<file path="src/rtl/fetch_ctrl_pkg.sv">
// fetch_ctrl_pkg: shared types and constants for the fetch sequencer.
//   fetch_state_t : RUN / STALL / FLUSH / HALT (2-bit encoding, also exported on the debug port)
//   NOP_INSTR     : LEGv8 NOP loaded into IF/ID when ifid_flush is asserted
package fetch_ctrl_pkg;
    typedef enum logic [1:0] {
        RUN   = 2'd0,
        STALL = 2'd1,
        FLUSH = 2'd2,
        HALT  = 2'd3
    } fetch_state_t;
    localparam logic [31:0] NOP_INSTR = 32'hD503201F;
endpackage

</file>
<file path="src/rtl/fetch_ctrl_stall_timer.sv">
// stall_timer: loadable down counter that times load-use freezes.
//   clk, reset   : clock, asynchronous active-low reset (count cleared)
//   load         : load load_val at the next edge (wins over dec)
//   load_val     : value to load
//   dec          : decrement at the next edge; the count never goes below zero
//   zero         : the count after the coming edge is zero
module stall_timer #(
    parameter int CNT_W = 1
) (
    input  logic             clk,
    input  logic             reset,
    input  logic             load,
    input  logic [CNT_W-1:0] load_val,
    input  logic             dec,
    output logic             zero
);
    logic [CNT_W-1:0] cnt_q, cnt_d;
    always_comb cnt_d = load ? load_val : (dec && cnt_q != '0) ? cnt_q - 1'b1 : cnt_q;
    // Looking at the next value lets the FSM leave STALL on the edge where the count expires.
    assign zero = (cnt_d == '0);
    always_ff @(posedge clk or negedge reset) begin
        if (!reset) cnt_q <= '0;
        else        cnt_q <= cnt_d;
    end
endmodule

</file>
<file path="src/rtl/fetch_ctrl.sv">
// fetch_ctrl: sequencer for the LEGv8 instruction-fetch / PC datapath.
//   clk, reset             : clock, asynchronous active-low reset (all outputs forced to 0 while low)
//   br_req, br_uncond,
//   br_cond_true           : branch in register fetch, its form, and its condition
//   ld_use_hazard          : load-use stall request from decode
//   halt_req, resume       : level halt request, single-cycle resume pulse
//   pc_wren, ifid_wren     : PC and IF/ID write enables
//   ifid_flush             : IF/ID loads NOP_INSTR at the next edge
//   BrTaken, UncondBr      : PC next-address mux selects
//   state                  : current FSM state (debug)
//   br_count               : taken-branch counter, built only with FETCH_CTRL_BRCNT_EN defined
module fetch_ctrl
    import fetch_ctrl_pkg::*;
#(
    parameter int STALL_CYCLES = 1,
    parameter int CNT_W        = $clog2(STALL_CYCLES + 1)
) (
    input  logic        clk,
    input  logic        reset,
    input  logic        br_req,
    input  logic        br_uncond,
    input  logic        br_cond_true,
    input  logic        ld_use_hazard,
    input  logic        halt_req,
    input  logic        resume,
    output logic        pc_wren,
    output logic        ifid_wren,
    output logic        ifid_flush,
    output logic        BrTaken,
    output logic        UncondBr,
    output logic [1:0]  state,
    output logic [31:0] br_count
);
    fetch_state_t state_q, state_d;
    logic pc_c, ifid_c, flush_c, br_c, unc_c, load, zero;
    wire  taken = br_req & (br_uncond | br_cond_true);

    stall_timer #(.CNT_W(CNT_W)) u_timer (
        .clk      (clk),
        .reset    (reset),
        .load     (load),
        .load_val (CNT_W'(STALL_CYCLES - 1)),
        .dec      (state_q == STALL),
        .zero     (zero)
    );

    // The hazard cycle itself is the first frozen cycle, so STALL lasts STALL_CYCLES-1
    // cycles; with STALL_CYCLES=1 the timer loads zero and the FSM stays in RUN.
    always_comb begin
        state_d = state_q;
        pc_c    = 1'b0;
        ifid_c  = 1'b0;
        flush_c = 1'b0;
        br_c    = 1'b0;
        unc_c   = 1'b0;
        load    = 1'b0;
        case (state_q)
            RUN: begin
                unc_c = br_req & br_uncond;
                if (ld_use_hazard) begin
                    load    = 1'b1;
                    state_d = zero ? RUN : STALL;
                end else if (taken) begin
                    br_c    = 1'b1;
                    pc_c    = 1'b1;
                    ifid_c  = 1'b1;
                    flush_c = 1'b1;
                    state_d = FLUSH;
                end else if (halt_req) begin
                    state_d = HALT;
                end else begin
                    pc_c   = 1'b1;
                    ifid_c = 1'b1;
                end
            end
            STALL: state_d = zero ? RUN : STALL;
            FLUSH: begin
                pc_c    = 1'b1;
                ifid_c  = 1'b1;
                state_d = halt_req ? HALT : RUN;
            end
            HALT:  state_d = resume ? RUN : HALT;
            default: state_d = RUN;
        endcase
    end

    always_ff @(posedge clk or negedge reset) begin
        if (!reset) state_q <= RUN;
        else        state_q <= state_d;
    end

    assign pc_wren    = reset & pc_c;
    assign ifid_wren  = reset & ifid_c;
    assign ifid_flush = reset & flush_c;
    assign BrTaken    = reset & br_c;
    assign UncondBr   = reset & unc_c;
    assign state      = state_q;

`ifdef FETCH_CTRL_BRCNT_EN
    logic [31:0] br_count_q, br_count_d;
    always_comb br_count_d = br_count_q + {31'd0, BrTaken};
    always_ff @(posedge clk or negedge reset) begin
        if (!reset) br_count_q <= '0;
        else        br_count_q <= br_count_d;
    end
    assign br_count = br_count_q;
`else
    assign br_count = 32'd0;
`endif
endmodule

</file>
<file path="config.mk">
export PLATFORM = sky130hd
export DESIGN_NAME = fetch_ctrl
export DESIGN_NICKNAME = d
export VERILOG_FILES = /design/src/rtl/fetch_ctrl_pkg.sv /design/src/rtl/fetch_ctrl_stall_timer.sv /design/src/rtl/fetch_ctrl.sv
export SDC_FILE = /design/constraint.sdc
export NUM_CORES = 1
export LEC_CHECK = 0
export CAP_MARGIN = 20
export CORE_MARGIN = 2
export CORE_UTILIZATION = 27
export CTS_CLUSTER_DIAMETER = 30
export DETAILED_ROUTE_END_ITERATION = 10
export PLACE_DENSITY = 0.79
export SYNTH_ARGS = -nofsm -noshare
export SYNTH_HDL_FRONTEND = slang
export SYNTH_SLANG_ARGS = --single-unit
</file>
<file path="constraint.sdc">
create_clock -name clk -period 1.35 [get_ports clk]
set_clock_uncertainty 0.1 [all_clocks]
set_input_delay 0.27 -clock clk [delete_from_list [all_inputs] [get_ports clk]]
set_output_delay 0.27 -clock clk [all_outputs]
set_load 0.01 [all_outputs]
</file>
### Clock network drawn from the DEF

Bar = 10 microns.
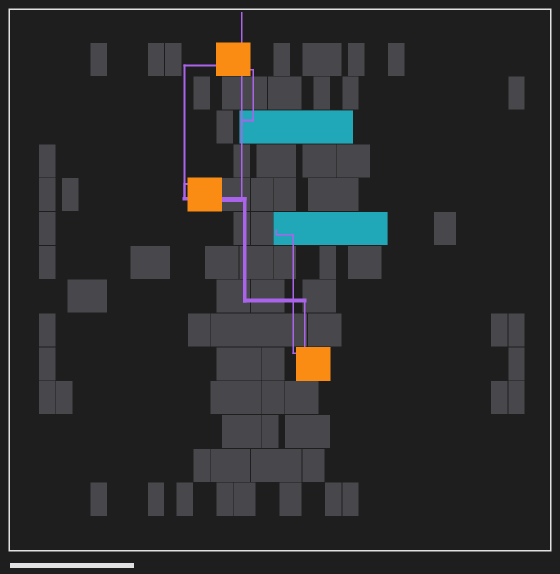
cyan -> flip-flops  # count 2
orange -> cells driving clock nets  # count 3
purple -> clock wires  # length 78.5 microns
routed clock nets = 4
Clock Power Share: 0.298
Worst-Skew Late Latency: 0.23 ns
clk pwr: 139 uW

### Cell classes on the final placement

Fill, decap, tap and diode cells in grey.
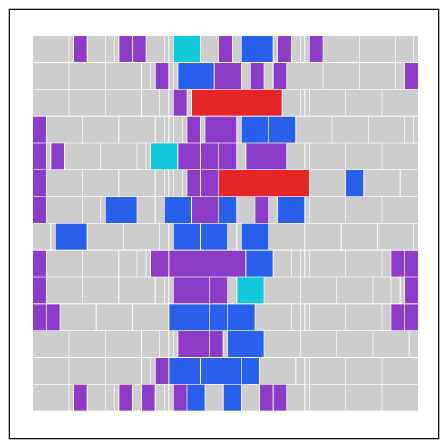
red -> flip-flops  # cells 2
purple -> all other logic  # cells 49
cyan -> cells driving clock nets  # cells 3
blue -> other buffers and delay cells  # cells 23
core area: 1490 sq um
flop share of the area: 0.0983

==> impl_metrics.env <==
# physical design summary
export IMPL_status="complete, but fails checks"
export IMPL_violations="setup timing"
export IMPL_num_clock_buffers=3
export IMPL_nMultiInputCombCells=47
export IMPL_crit_slowest_cell="dfrtp_1"
export IMPL_vias=315
export IMPL_edf_count=0
export IMPL_area_delta_synth_final_pct=21.5
export IMPL_reg2reg_setup_slack_ns=0.26
export IMPL_crit_path_max_incr_delay_ns=0.38
export IMPL_grt_overflow=0
export IMPL_setup_viol=5
export IMPL_hpwl_microns=612
export IMPL_synth_yosys_warnings=0
export IMPL_clkCellAreaFrac=0.0442
export IMPL_cp_endpoint="BrTaken"
export IMPL_final_area_sq_um=509
export IMPL_row_count=14
export IMPL_grtUsageTotal=0.0755
export IMPL_min_period_ns=1.51
export IMPL_flops=2
export IMPL_startpoint="state[0]"
export IMPL_finalWorstSetupSlack_ns=-0.159
export IMPL_top_cells_by_count="34 x buf_4, 2 x a21oi_1, 2 x dfrtp_1, 2 x inv_1, 2 x nand2_1"
export IMPL_grt_pass1_wl_microns=993
export IMPL_dr_pass1_iters=2
export IMPL_drt_vias_per_instance=3.39
export IMPL_antenna_found_initial=0
export IMPL_fmax_mhz=663
export IMPL_crit_fanout=3
export IMPL_ys_types=18
export IMPL_ys_seq_elements=2
export IMPL_cts_htree_levels=1
export IMPL_drtAntennaViolNets=0
export IMPL_ys_cells=55
export IMPL_hold_class="in2async"
export IMPL_p_comb_frac=0.525
export IMPL_inverters=2
export IMPL_grt_pass1_vias=275
export IMPL_ys_chip_area_sq_um=419
export IMPL_topCombFamilyByArea="buffers and inverters"
export IMPL_wire_per_inst_microns=7.74
export IMPL_die_x_microns=43.4
export IMPL_mostFrequentLayoutCells="32 x conb_1, 9 x buf_4, 5 x buf_2"
export IMPL_largest_class="combinational gates"
export IMPL_worstSetupPathType="reg2out"
export IMPL_top_cells_by_area="buf_4 61%, dfrtp_1 12%, buf_6 2.7%"
export IMPL_peakVddDrop_mv=0.310
export IMPL_io_pin_count=47
export IMPL_seqPwrFrac=0.177
export IMPL_comb_share=0.459
export IMPL_ys_sh_xor=0
export IMPL_die_area_sq_um=1880
export IMPL_fin_hold_ws_ns=0.0196
export IMPL_syn_area_sq_um=419
export IMPL_crit_buf_inv=2
export IMPL_reg2reg_depth=4
export IMPL_async_flop_share=1.00
export IMPL_switching_power_uw=182
export IMPL_crit_path_cell_trace="inv_2 > nand2_4 > nor4_4 > buf_2"
export IMPL_portBuffers=14
export IMPL_met2_usage=0.137
export IMPL_globalRoute_busiestLayer="met2"
export IMPL_cellLeakagePower_nw=0.301
export IMPL_top_area_cell="buf_4"
export IMPL_layout_top_cell="conb_1"
export IMPL_drtIter0Drc=4
export IMPL_n_fill_cell=164
export IMPL_startpoint_type="flop"
export IMPL_rsz0062_at_grt="yes"
export IMPL_crit_required_ns=0.98
Power figures rest on the tool's default switching activity, not on a simulated workload.
